Figure 1. Selected gate families (run 1).
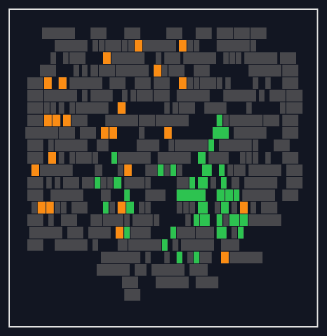
Figure 2. M2 wires (run 1).
Cells faint in the background.
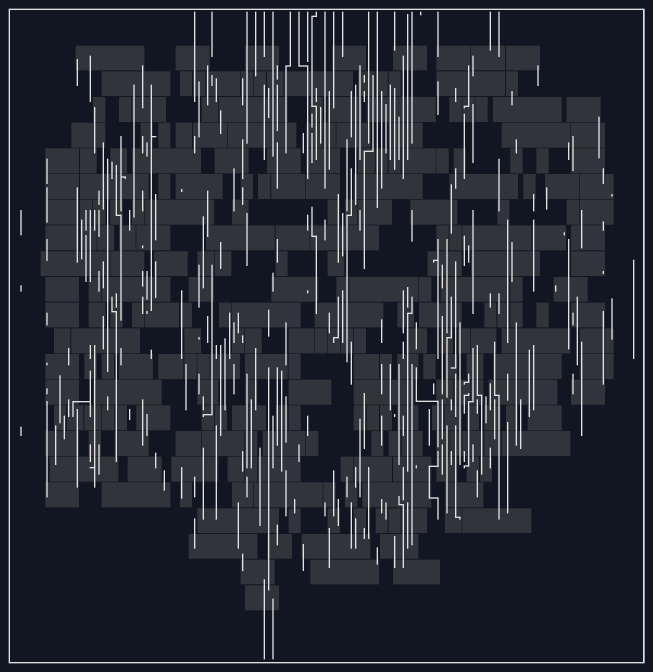
Figure 3. Cell outlines without signal wires (run 1).
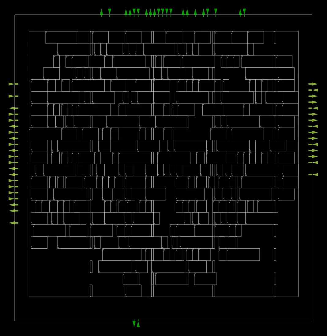
$ cat src/rtl/apb_pkg.sv
// Shared types and default widths for the APB requester.
// Included by the APB master and by anything that needs its state encoding.
package apb_pkg;

    localparam int APB_ADDR_W = 8;
    localparam int APB_DATA_W = 8;

    typedef enum logic [1:0] {
        APB_IDLE,
        APB_SETUP,
        APB_ACCESS
    } apb_state_t;

endpackage

$ cat src/rtl/apb_master.sv
// APB requester: takes one valid/ready command at a time, runs SETUP then ACCESS,
// and returns read data, a write completion, or a timeout error on the rsp_* pulse.
module apb_master
    import apb_pkg::*;
#(
    parameter int ADDR_W  = APB_ADDR_W,
    parameter int DATA_W  = APB_DATA_W,
    parameter int TIMEOUT = 16
) (
    input  logic              PCLK,
    input  logic              PRESET,
    input  logic              cmd_valid,
    output logic              cmd_ready,
    input  logic              cmd_write,
    input  logic [ADDR_W-1:0] cmd_addr,
    input  logic [DATA_W-1:0] cmd_wdata,
    output logic              rsp_valid,
    output logic [DATA_W-1:0] rsp_rdata,
    output logic              rsp_err,
    output logic              PSEL,
    output logic              PENABLE,
    output logic              PWRITE,
    output logic [ADDR_W-1:0] PADDR,
    output logic [DATA_W-1:0] PWDATA,
    input  logic              PREADY,
    input  logic [DATA_W-1:0] PRDATA
);

    // Last ACCESS cycle allowed without PREADY; the counter never passes it.
    localparam logic [7:0] WAIT_LAST = 8'(TIMEOUT - 1);

    apb_state_t        state_reg, state_next;
    logic [7:0]        wait_cnt_reg, wait_cnt_next;
    logic              psel_reg, psel_next;
    logic              penable_reg, penable_next;
    logic              pwrite_reg, pwrite_next;
    logic [ADDR_W-1:0] paddr_reg, paddr_next;
    logic [DATA_W-1:0] pwdata_reg, pwdata_next;
    logic              rsp_valid_reg, rsp_valid_next;
    logic [DATA_W-1:0] rsp_rdata_reg, rsp_rdata_next;
    logic              rsp_err_reg, rsp_err_next;

    always_ff @(posedge PCLK) begin
        if (PRESET) begin
            state_reg     <= APB_IDLE;
            wait_cnt_reg  <= '0;
            psel_reg      <= 1'b0;
            penable_reg   <= 1'b0;
            pwrite_reg    <= 1'b0;
            paddr_reg     <= '0;
            pwdata_reg    <= '0;
            rsp_valid_reg <= 1'b0;
            rsp_rdata_reg <= '0;
            rsp_err_reg   <= 1'b0;
        end else begin
            state_reg     <= state_next;
            wait_cnt_reg  <= wait_cnt_next;
            psel_reg      <= psel_next;
            penable_reg   <= penable_next;
            pwrite_reg    <= pwrite_next;
            paddr_reg     <= paddr_next;
            pwdata_reg    <= pwdata_next;
            rsp_valid_reg <= rsp_valid_next;
            rsp_rdata_reg <= rsp_rdata_next;
            rsp_err_reg   <= rsp_err_next;
        end
    end

    // Outputs are computed for the state being entered, so they line up with it.
    always_comb begin
        state_next     = state_reg;
        wait_cnt_next  = wait_cnt_reg;
        psel_next      = 1'b0;
        penable_next   = 1'b0;
        pwrite_next    = pwrite_reg;
        paddr_next     = paddr_reg;
        pwdata_next    = pwdata_reg;
        rsp_valid_next = 1'b0;
        rsp_rdata_next = '0;
        rsp_err_next   = 1'b0;

        case (state_reg)
            APB_IDLE: begin
                if (cmd_valid) begin
                    pwrite_next = cmd_write;
                    paddr_next  = cmd_addr;
                    pwdata_next = cmd_wdata;
                    psel_next   = 1'b1;
                    state_next  = APB_SETUP;
                end
            end
            APB_SETUP: begin
                // PREADY is deliberately not looked at here, so a level left
                // over from the previous transfer cannot end this one early.
                psel_next     = 1'b1;
                penable_next  = 1'b1;
                wait_cnt_next = '0;
                state_next    = APB_ACCESS;
            end
            APB_ACCESS: begin
                if (PREADY) begin
                    rsp_valid_next = 1'b1;
                    rsp_rdata_next = pwrite_reg ? '0 : PRDATA;
                    state_next     = APB_IDLE;
                end else if (wait_cnt_reg >= WAIT_LAST) begin
                    rsp_valid_next = 1'b1;
                    rsp_err_next   = 1'b1;
                    state_next     = APB_IDLE;
                end else begin
                    wait_cnt_next = wait_cnt_reg + 8'd1;
                    psel_next     = 1'b1;
                    penable_next  = 1'b1;
                end
            end
            default: begin
                state_next = APB_IDLE;
            end
        endcase
    end

    assign cmd_ready = (state_reg == APB_IDLE) && !PRESET;
    assign PSEL      = psel_reg;
    assign PENABLE   = penable_reg;
    assign PWRITE    = pwrite_reg;
    assign PADDR     = paddr_reg;
    assign PWDATA    = pwdata_reg;
    assign rsp_valid = rsp_valid_reg;
    assign rsp_rdata = rsp_rdata_reg;
    assign rsp_err   = rsp_err_reg;

endmodule
$ cat config.mk
export PLATFORM = sky130hd
export DESIGN_NAME = apb_master
export DESIGN_NICKNAME = d
export VERILOG_FILES = /design/src/rtl/apb_pkg.sv /design/src/rtl/apb_master.sv
export SDC_FILE = /design/constraint.sdc
export NUM_CORES = 1
export LEC_CHECK = 0
export ABC_AREA = 1
export CORE_AREA = 3 3 64 66
export DETAILED_ROUTE_END_ITERATION = 16
export DIE_AREA = 0 0 67 69
export GPL_ROUTABILITY_DRIVEN = 0
export PLACE_DENSITY = 0.85
export SLEW_MARGIN = 20
export SYNTH_ARGS = -nofsm -noshare
export SYNTH_HDL_FRONTEND = slang
export SYNTH_SLANG_ARGS = --single-unit
$ cat constraint.sdc
create_clock -name PCLK -period 1.77 [get_ports PCLK]
set_input_delay 0.4425 -clock PCLK [delete_from_list [all_inputs] [get_ports PCLK]]
set_output_delay 0.4425 -clock PCLK [all_outputs]
set_load 0.005 [all_outputs]
==> flow_metrics.py, run 1 <==
# Physical implementation metrics
metrics = {
    "setup_path": {
        "worstPathRequired_ps": 1330,
        "r2r.worst_path.cells": 8,
        "cp_slowest_cell": "clkdlybuf4s50_1",
        "path_max_fanout": 2,
        "path_class": "register to output port",
    },
    "floorplan": {
        "die_x_um": 67,
        "die_h_um": 69,
        "chipArea_um2": 4620,
    },
    "synthesis": {
        "netlist_instances": 194,
        "syn_nets": 229,
        "edf_count": 0,
        "postSynthSeqShare_pct": 50.8,
        "area_leaders": "dfxtp_1, nor2_1, inv_1, o21ai_0, ha_1",
        "ys.flop_type": "dfxtp_1",
        "synthesis.area_um2": 1540,
        "common_cells": "nor2_1, dfxtp_1, inv_1",
        "logic_family": "simple AND/OR/NAND/NOR gates",
        "async_reset_ff_share_pct": 0,
        "fa_ha_area_share_pct": 4.89,
        "yosysTopAreaCellShare_pct": 50.8,
    },
    "worst_hold_path": {
        "hold_depth": 2,
    },
    "power": {
        "p_clk_share_pct": 23.9,
        "leakage_nw": 1.00,
        "power_frac_seq_pct": 43.7,
        "p_sw_share_pct": 31.1,
    },
    "final_timing": {
        "finalHoldViolCount": 0,
        "holdWs_ps": 477,
        "relSlewSlack_pct": 80.4,
        "period_minus_slack_ps": 1580,
        "worst_slew_pin_slew_ps": 294,
    },
    "placed_design": {
        "place_area_um2": 2190,
        "hpwl_mm": 2.51,
        "place_inst": 301,
        "io_buffer_count": 58,
    },
    "clocking": {
        "post-cts-setup-buffers": 0,
        "cts_htree_levels": 2,
        "clock-sinks": 39,
    },
    "layout": {
        "syn_to_final_growth_pct": 48.3,
        "clk_share_pct": 3.90,
        "dominant_cells": "flip-flops and latches",
    },
    "global_route": {
        "grt.overflow.total": 0,
        "grt_max_degree": 22,
        "track_usage_pct": 15.8,
        "antenna_found_initial": 0,
    },
    "status": {
        "status": "finished, final reports clean",
    },
    "routing": {
        "drtIter0Drc": 77,
        "ant_nets": 0,
        "firstDrtPassIters": 4,
        "routedWlPerCell_um": 10.6,
    },
}
About Figure 1:
| colour | family | cells |
|---|---|---|
| orange | inverting AOI/OAI gates | 23 |
| green | NAND gates | 35 |
fin cells: 309
Top cell excl fill/tap: clkdlybuf4s50_1
logic share of the area: 27.5%

About Figure 2:
nets with wire on the layer: 227
longest straight run: 23.8 um
main direction: vertical
Routed Wire Length: 3.29 mm
met2 Track Usage GR: 24.5%
Vias: 1394

About Figure 3:
Final Core Density: 62.7%
standard-cell rows: 22
Tap Count: 48
Filler cells: 345
flop share of the area: 34.4%

-- run 1: cell usage in the layout, fill, tap and decap left out --
master,instances
a21oi_1,5
clkdlybuf4s50_1,57
o21ai_0,17
nand3_4,1
clkinv_2,1
nand4_1,4
ha_1,6
o21ai_1,1
nand2_1,20
nor2_1,53
nand3_2,1
inv_2,2
clkbuf_2,1
dfxtp_1,38
nor2_2,1
clkbuf_8,5
nand2_2,2
or2_2,1
nor2_4,4
nor3_1,1
buf_4,6
dfxtp_4,1
inv_1,24
clkinvlp_4,2
nand3_1,7
-- run 1: power groups by stage --
stage	sequential, mW	combinational (mW)	clock (mW)
after floorplan	1.10	0.392	0
after global placement	1.08	0.791	0
after detailed placement	1.08	0.807	0
after CTS	1.07	0.806	0.611
after global routing	1.09	0.897	0.640
final	1.07	0.795	0.585
-- run 1: through the flow --
stage	power, mW	setup WS, ps
detailed placement	1.89	-194
global route	2.63	80.2
global placement	1.87	-205
finish	2.45	186
floorplan	1.49	452
CTS	2.48	26.2
-- run 1: worst paths after layout --
kind / start / to / slack (ps)
hold reg to reg: wait_cnt_reg[6] / wait_cnt_reg[6] / 480
setup reg to reg: state_reg[1] / wait_cnt_reg[0] / 340
hold / removal: wait_cnt_reg[6] / wait_cnt_reg[6] / 480
setup / recovery: PWDATA[0] / PWDATA[0] / 190
-- run 1: layer usage --
layer / global-route usage, % / routed length [um] / share of wire, % / vias to the layer above
met5: 0 / 0 / 0 / -
met2: 24.5 / 1560 / 47 / 47
met1: 17.8 / 1330 / 40 / 611
met4: 6.53 / 65 / 2.0 / 0
li1: - / - / - / 726
met3: 8.63 / 332 / 10 / 10
-- run 1: worst min-delay path, cell delays in order, from the launching register on --
cell     delay, ps
dfxtp_1        340
nand2_1         70
nor2_1          30
==> run 2, diff against run 1 <==
- ABC_AREA: 1 -> default
- PLACE_DENSITY: 0.85 -> 0.76
- SLEW_MARGIN: 20 -> default
==> run 2 against run 1 <==
- clock skew grew 3.5 ps
- sequential share of layout area shrank 0.99 points
- setup slack lost 69 ps
- power grew 6.4%
- register-to-register slack lost 160 ps
- clock-buffer cell count is the same
- critical endpoint is now cmd_ready
==> flow_metrics.py, run 2 <==
# Physical implementation metrics
metrics = {
    "setup_path": {
        "path_class": "register to output port",
        "r2r.worst_path.cells": 5,
        "cp_slowest_cell": "dfxtp_1",
        "ff2ff_setup_slack_ps": 180,
        "r2r_end": "wait_cnt_reg[0]",
        "worstPathRequired_ps": 1330,
        "path_max_fanout": 4,
    },
    "routing": {
        "wl_met1_mm": 1.49,
        "drtIter0Drc": 66,
        "wl_met2_mm": 1.65,
        "dr.max_layer_used": "met4",
        "firstDrtPassIters": 4,
        "wl_met3_um": 232,
        "via_count": 1352,
        "routedWlPerCell_um": 12.0,
    },
    "synthesis": {
        "async_reset_ff_share_pct": 0,
        "area_leaders": "dfxtp_1, nand2_1, a21oi_1, ha_1, and2_1",
        "common_cells": "dfxtp_1, nand2_1, a21oi_1",
        "synthesis.area_um2": 1490,
        "syn_nets": 200,
        "logic_family": "simple AND/OR/NAND/NOR gates",
        "netlist_instances": 165,
    },
    "global_route": {
        "track_usage_pct": 16.4,
        "met3_usage_pct": 4.56,
        "top_usage_layer": "met2",
        "grtUsageMet2_pct": 25.3,
        "grt_max_degree": 32,
        "grt.overflow.total": 0,
    },
    "layout": {
        "fillCellCount": 317,
        "syn_to_final_growth_pct": 56.3,
        "fin_util_pct": 64.3,
    },
    "status": {
        "status": "finished, final reports clean",
    },
    "final_timing": {
        "relSlewSlack_pct": 78.6,
        "finalHoldViolCount": 0,
    },
    "clocking": {
        "clock-sinks": 39,
    },
    "floorplan": {
        "die_h_um": 69,
        "rows": 22,
        "die_x_um": 67,
        "chipArea_um2": 4620,
    },
    "placed_design": {
        "place_area_um2": 2210,
        "place_ws_ps": -183,
        "hpwl_mm": 2.52,
    },
    "worst_hold_path": {
        "min_to": "PADDR[6]",
        "hp-start": "PADDR[6]",
    },
}
-- run 2: worst max-delay path by stage --
stage | depth (start not counted) | slack [ps] | end | start
final | 4 | 120 | cmd_ready | state_reg[0]
after global routing | 5 | 5 | wait_cnt_reg[0] | state_reg[1]
after CTS | 4 | 20 | cmd_ready | state_reg[1]
after detailed placement | 3 | -180 | cmd_ready | PRESET
after global placement | 3 | -140 | cmd_ready | PRESET
after floorplan | 3 | 270 | wait_cnt_reg[2] | wait_cnt_reg[4]
-- run 2: per-stage QoR --
step,TNS [ps],power (mW),instances,hold WS (ps)
final,0,2.60,286,455
after global routing,0,2.78,286,478
after CTS,0,2.62,286,458
after detailed placement,-946,1.88,278,448
after global placement,-772,1.86,278,441
after floorplan,0,1.43,165,453
-- run 2: what timing repair did --
item / 4_1_cts / 5_1_grt
buffers inserted: 0 / 0
endpoints found under the setup margin: 1 / 1
resized: 3 / 3
-- run 2: layout make-up --
type	instances	share of cell area [%]
clock inverters	3	1.88
repair buffers	71	29.0
flip-flops and latches	39	33.4
multi-input cells	114	29.2
inverters	6	0.965
well taps	48	2.57
clock buffers	5	2.95
-- run 2: logic make-up (layout without fill, tap and decap cells) --
family	Yosys count	in the layout
buf+inv	12	85
fa+ha+maj	6	6
compound gates	29	29
simple gates	77	77
mux	2	2
flops	39	39
-- run 2: report_power, final --
| part | switching, mW | leakage, nW | internal, mW |
|---|---|---|---|
| registers | 0.0544 | 0.317 | 0.988 |
| clock network | 0.310 | 0.0581 | 0.419 |
| logic | 0.382 | 0.544 | 0.451 |
| total | 0.746 | 0.919 | 1.86 |
-- run 2: worst register-to-register path: cells and delay by family (launching register included) --
kind	cells	cell delay, ps
and+or+nand+nor	2	450
adders and majority gates	1	270
DFF	1	350
AOI/OAI and AO/OA	1	310
buffers and inverters	1	120
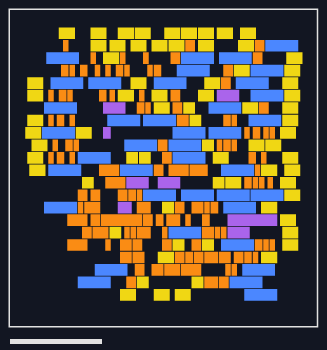
Figure 4: run 2, cells coloured by class.
Scale bar: 20 um.
| colour | class | cells |
|---|---|---|
| blue | flops | 39 |
| orange | combinational and other logic | 120 |
| purple | clock drivers and dummy loads | 8 |
| yellow | other buffers and delay cells | 71 |
Core Box Area: 3630 um^2
Design Area, Final: 2330 um^2
flop share of the area: 33.4%

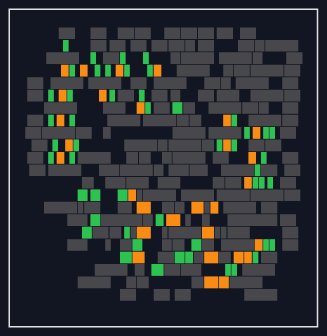
Figure 5: run 2, selected gate families.
| colour | family | cells |
|---|---|---|
| orange | inverting AOI/OAI gates | 29 |
| green | NAND gates | 50 |
logic share of the area: 29.2%
fin cells: 286

Power and IR drop assume default switching activity.
